<file path="src/rtl/fetch_queue.sv">
// Fetch queue: circular buffer of {Instruction, PC+4} between instruction fetch and decode.
// Latency: an entry enqueued on edge N reaches the head after edge N; no input-to-output bypass.
// Backpressure: PCWriteEnable drops while full to hold the PC; DecodeReady pops the head when valid.
// Optional build macro FETCH_QUEUE_NOP_SQUASH_EN: all-zero instructions are never enqueued.
module fetch_queue #(
  parameter int DEPTH = 4
) (
  input  logic                     Clock,
  input  logic                     Reset,
  input  logic [31:0]              PC,
  input  logic [31:0]              Instruction,
  input  logic                     FetchValid,
  input  logic                     Flush,
  input  logic                     DecodeReady,
  output logic                     PCWriteEnable,
  output logic                     IF_Valid,
  output logic [31:0]              IF_Instruction,
  output logic [31:0]              IF_PCPlus4,
  output logic [$clog2(DEPTH):0]   Count
);

  localparam int AW = $clog2(DEPTH);
  localparam logic [AW:0] FULL_CNT = (AW + 1)'(DEPTH);

  typedef struct packed {
    logic [31:0] instr;
    logic [31:0] pc_plus4;
  } entry_t;

  entry_t        mem [DEPTH];
  entry_t        head;
  logic [AW-1:0] rd_ptr;
  logic [AW-1:0] wr_ptr;
  logic          full;
  logic          empty;
  logic          squash;
  logic          enq;
  logic          deq;

  // Full/empty come from the registered count only, so PCWriteEnable has no
  // combinational path from FetchValid, DecodeReady or Flush.
  assign full  = (Count == FULL_CNT);
  assign empty = (Count == '0);

`ifdef FETCH_QUEUE_NOP_SQUASH_EN
  assign squash = (Instruction == 32'h0000_0000);
`else
  assign squash = 1'b0;
`endif

  // A full queue refuses new fetches even when the head leaves this cycle;
  // the fetch is simply replayed once PCWriteEnable rises again.
  assign enq = FetchValid & ~full & ~Flush & ~squash;
  assign deq = ~empty & DecodeReady & ~Flush;

  // Pointer and occupancy state; flush returns everything to the origin.
  always_ff @(posedge Clock or posedge Reset) begin
    if (Reset) begin
      rd_ptr <= '0;
      wr_ptr <= '0;
      Count  <= '0;
    end else if (Flush) begin
      rd_ptr <= '0;
      wr_ptr <= '0;
      Count  <= '0;
    end else begin
      if (enq) wr_ptr <= wr_ptr + 1'b1;
      if (deq) rd_ptr <= rd_ptr + 1'b1;
      case ({enq, deq})
        2'b10:   Count <= Count + 1'b1;
        2'b01:   Count <= Count - 1'b1;
        default: Count <= Count;
      endcase
    end
  end

  // Entry storage; contents are don't-care once the pointers are cleared.
  always_ff @(posedge Clock) begin
    if (enq) begin
      mem[wr_ptr] <= '{instr: Instruction, pc_plus4: PC + 32'd4};
    end
  end

  assign head           = mem[rd_ptr];
  assign IF_Valid       = ~empty;
  assign IF_Instruction = empty ? 32'h0 : head.instr;
  assign IF_PCPlus4     = empty ? 32'h0 : head.pc_plus4;
  assign PCWriteEnable  = ~full;

endmodule

</file>
<file path="config.mk">
export PLATFORM = sky130hd
export DESIGN_NAME = fetch_queue
export DESIGN_NICKNAME = d
export VERILOG_FILES = /design/src/rtl/fetch_queue.sv
export SDC_FILE = /design/constraint.sdc
export NUM_CORES = 1
export LEC_CHECK = 0
export CAP_MARGIN = 30
export CORE_MARGIN = 2
export CORE_UTILIZATION = 55
export DETAILED_ROUTE_END_ITERATION = 16
export GPL_ROUTABILITY_DRIVEN = 1
export PLACE_DENSITY_LB_ADDON = 0.08
export RECOVER_POWER = 100
export SLEW_MARGIN = 25
export SYNTH_ARGS = -nofsm -noshare
export SYNTH_HDL_FRONTEND = slang
export SYNTH_SLANG_ARGS = --single-unit
</file>
<file path="constraint.sdc">
create_clock -name Clock -period 4.3 [get_ports Clock]
set_clock_uncertainty 0.2 [all_clocks]
set_input_delay 0.86 -clock Clock [delete_from_list [all_inputs] [get_ports Clock]]
set_output_delay 0.86 -clock Clock [all_outputs]
set_load 0.01 [all_outputs]
</file>
Run 1, placed cells, one color a class:
The bar under the picture is 50 um long.
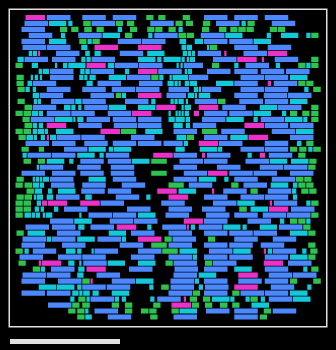
Key: remaining logic cells = cyan [cells 254]; clock drivers and dummy loads = magenta [cells 48]; remaining buffers and delay cells = green [cells 146]; sequential cells = blue [cells 263]
core outline area: 19,300 sq um
Layout Utilization: 0.691

Run 1, routing congestion map:
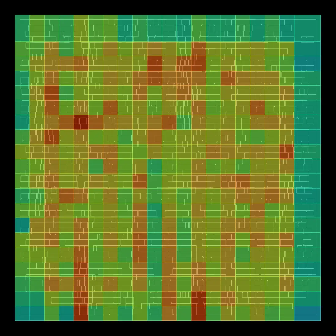
met1 track utilization from global routing: 0.261
per-cell routed wire length: 20.4 um
busiest grt layer: met2
GRT met3 Usage: 0.0283

Run 1, selected gate families:
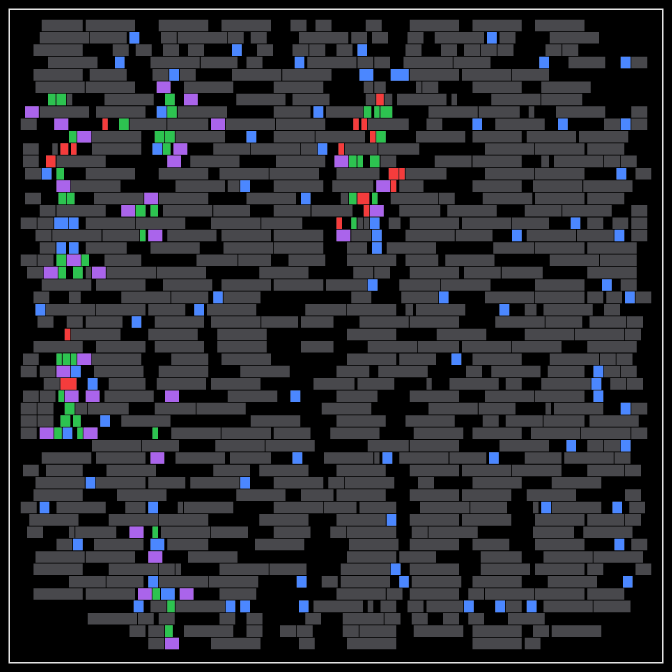
Key: nor cells = red [cells 17]; xor and xnor cells = purple [cells 32]; and/or cells = blue [cells 80, where spread over the die]; nand cells = green [cells 43]

==> reports/summary.txt, run 1 <==
Net count of the finished layout -> 766
Final Worst Setup Slack -> 0.361 ns
Wire length on met3 -> 1.04 mm
Total of clock buffers placed in the layout -> 31
Residual overflow from global routing -> 0
Final instance area -> 13,300 sq um
Count of final max-slew check failures -> 135
Portion of total power attributed to the clock network -> 0.319
Top area cells in the synthesized netlist -> edfxtp_1, mux4_2, and2_1, xnor2_1, dfrtp_1
Violated checks -> capacitance limit, slew limit
Outcome -> complete, but fails checks
Total cell area reported by yosys after synthesis -> 10,700 sq um
Cell type with the highest aggregate area in the netlist -> edfxtp_1
AND/OR/NAND/NOR Cells, Area Fraction -> 0.0771
Uppermost signal routing layer after detailed routing -> met4
Final setup violation count -> 0
Share of the synthesized area in the top cell type -> 0.719
Rel. slew slack -> -0.230
Number of flip-flops under the largest register name -> 256
Floorplan Utilization -> 0.555
Non-clock buffers -> 146
Combined area of all synthesized cells -> 10,700 sq um
Stages on the worst setup path -> 4
Beginning of the critical path -> rd_ptr[0]
Total net switching power -> 1.87 mW
Worst Hold Slack -> 0.400 ns
CTS buffer count -> 26
Most frequent logic cell in the layout -> edfxtp_1
EDFF count, synth -> 256
Maximum capacitance violations -> 4
Mux share -> 0.137
Synth flops -> 263
Xor/xnor share of the synthesized area -> 0.0269
Total number of yosys warnings -> 0
Gr usage total -> 0.196
Share of total power in combinational logic -> 0.262
Number of endpoints with negative hold slack in the final report -> 0
Most frequent logic cells in the routed design -> edfxtp_1, dlygate4sd3_1, and2_1, mux4_2, clkdlybuf4s50_1
Crit share post-route -> 0.916
Cts repair resizes -> 0
Run 1, sequential cells colored by netlist name:
The bar under the picture is 50 um long. Other sequential cells in the stronger gray, the rest of the logic in the fainter gray.
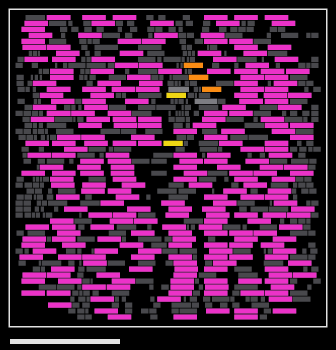

==> run 1 -> run 2 <==
--- a/config.mk
+++ b/config.mk
@@ -10,7 +10,7 @@
 export CORE_UTILIZATION = 55
 export DETAILED_ROUTE_END_ITERATION = 16
 export GPL_ROUTABILITY_DRIVEN = 1
-export PLACE_DENSITY_LB_ADDON = 0.08
+export PLACE_DENSITY = 0.79
 export RECOVER_POWER = 100
 export SLEW_MARGIN = 25
 export SYNTH_ARGS = -nofsm -noshare
Run 2, sequential cells colored by netlist name:
The bar under the picture is 50 um long. Other sequential cells in the stronger gray, the rest of the logic in the fainter gray.
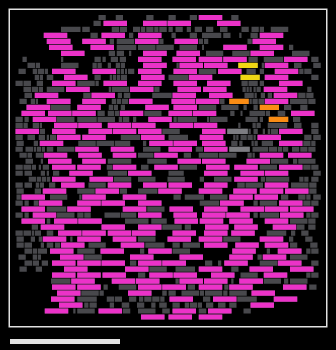
Key: mem = magenta [flops 256, where spread over the die]; wr_ptr = yellow [flops 2]; Count = orange [flops 3]
Another 2 sequential cells are not colored.
fraction of standard cell area that is sequential: 0.591
sequential cell power: 3.07 mW
storage element area: 7870 sq um

==> reports/summary.txt, run 2 <==
Most frequent logic cell in the layout -> edfxtp_1
Portion of total power attributed to the clock network -> 0.303
Worst Hold Slack -> 0.388 ns
Non-clock buffers -> 149
Uppermost signal routing layer after detailed routing -> met4
Xor/xnor share of the synthesized area -> 0.0269
Net count of the finished layout -> 769
GRT met3 Usage -> 0.0400
Beginning of the critical path -> rd_ptr[1]
CTS buffer count -> 26
Stages on the worst setup path -> 4
EDFF count, synth -> 256
Outcome -> complete, but fails checks
Count of final max-slew check failures -> 134
Violated checks -> capacitance limit, slew limit
Residual overflow from global routing -> 0
Crit share post-route -> 0.936
Met1 track utilization from global routing -> 0.304
Maximum capacitance violations -> 4
Cell type with the highest aggregate area in the netlist -> edfxtp_1
Final setup violation count -> 0
Number of flip-flops under the largest register name -> 256
Run 2, clock distribution:
The bar under the picture is 50 um long.
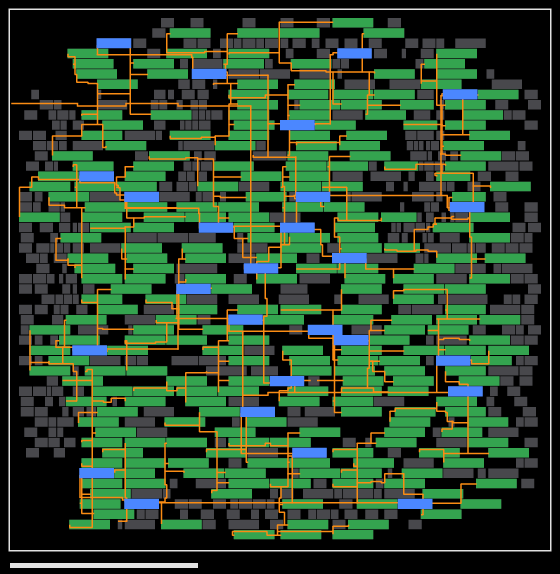

==> run 2 -> run 3 <==
--- a/config.mk
+++ b/config.mk
@@ -8,10 +8,12 @@
 export CAP_MARGIN = 30
 export CORE_MARGIN = 2
 export CORE_UTILIZATION = 55
+export CTS_CLUSTER_DIAMETER = 120
 export DETAILED_ROUTE_END_ITERATION = 16
 export GPL_ROUTABILITY_DRIVEN = 1
 export PLACE_DENSITY = 0.79
 export RECOVER_POWER = 100
+export SKIP_LAST_GASP = 1
 export SLEW_MARGIN = 25
 export SYNTH_ARGS = -nofsm -noshare
 export SYNTH_HDL_FRONTEND = slang
==> constraint.sdc (replaced) <==
create_clock -name Clock -period 4.3 [get_ports Clock]
set_clock_uncertainty 0.2 [all_clocks]
set_input_delay 0.645 -clock Clock [delete_from_list [all_inputs] [get_ports Clock]]
set_output_delay 0.645 -clock Clock [all_outputs]
set_load 0.01 [all_outputs]
Run 3, clock distribution:
The bar under the picture is 50 um long.
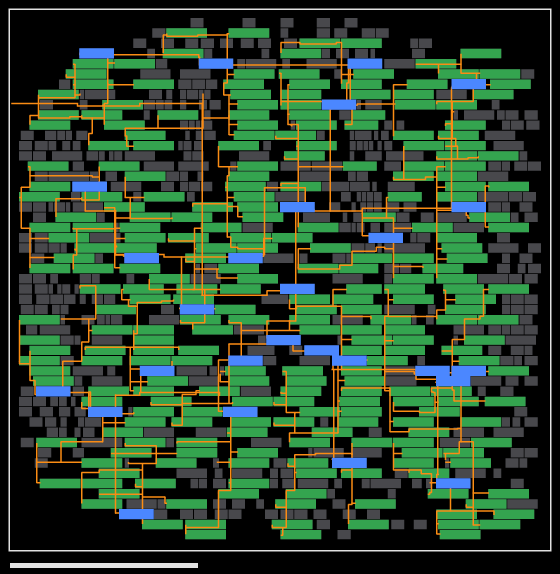
Key: clock wires = orange [length 2,760 um]; flip-flops = green [count 263]; clock-net drivers = blue [count 27]
There are 28 routed clock nets.

==> reports/summary.txt, run 3 <==
Outcome -> complete, but fails checks
Violated checks -> capacitance limit, slew limit
Share of the synthesized area in the top cell type -> 0.719
Net count of the finished layout -> 766
Most frequent logic cells in the routed design -> edfxtp_1, dlygate4sd3_1, and2_1, mux4_2, clkdlybuf4s50_1
Share of total power in combinational logic -> 0.267
Maximum capacitance violations -> 4
Most frequent logic cell in the layout -> edfxtp_1
Count of final max-slew check failures -> 118
Rel. slew slack -> -0.511
Busiest grt layer -> met2
Stages on the worst setup path -> 4
Total of clock buffers placed in the layout -> 31
Total number of yosys warnings -> 0
Non-clock buffers -> 145
Wire length on met3 -> 1.39 mm
Layout Utilization -> 0.688
Cts repair resizes -> 0
IR Drop Worst-Case VDD -> 439 uV
Beginning of the critical path -> rd_ptr[0]
Portion of total power attributed to the clock network -> 0.307
First-pass GRT wire length -> 32.0 mm
Final Worst Setup Slack -> 0.425 ns
Sequential cell power -> 3.07 mW
CTS buffer count -> 27
Total net switching power -> 1.88 mW
Vias in the first global route -> 5,724
Combined area of all synthesized cells -> 10,700 sq um
Synth flops -> 263
Number of flip-flops under the largest register name -> 256
Residual overflow from global routing -> 0
HPWL after detailed placement -> 12.6 mm
Number of endpoints with negative hold slack in the final report -> 0
Core outline area -> 19,300 sq um
Crit share post-route -> 0.901
Uppermost signal routing layer after detailed routing -> met5
Gr usage total -> 0.206
Post-synthesis async set-or-reset flop share -> 0.0266
Fraction of standard cell area that is sequential -> 0.593
Final instance area -> 13,300 sq um
Cell type with the highest aggregate area in the netlist -> edfxtp_1
EDFF count, synth -> 256
Per-cell routed wire length -> 21.2 um
AND/OR/NAND/NOR Cells, Area Fraction -> 0.0771
Floorplan Utilization -> 0.555
Post-route antenna net violation count -> 0
Power is estimated from default activity; no workload was simulated.
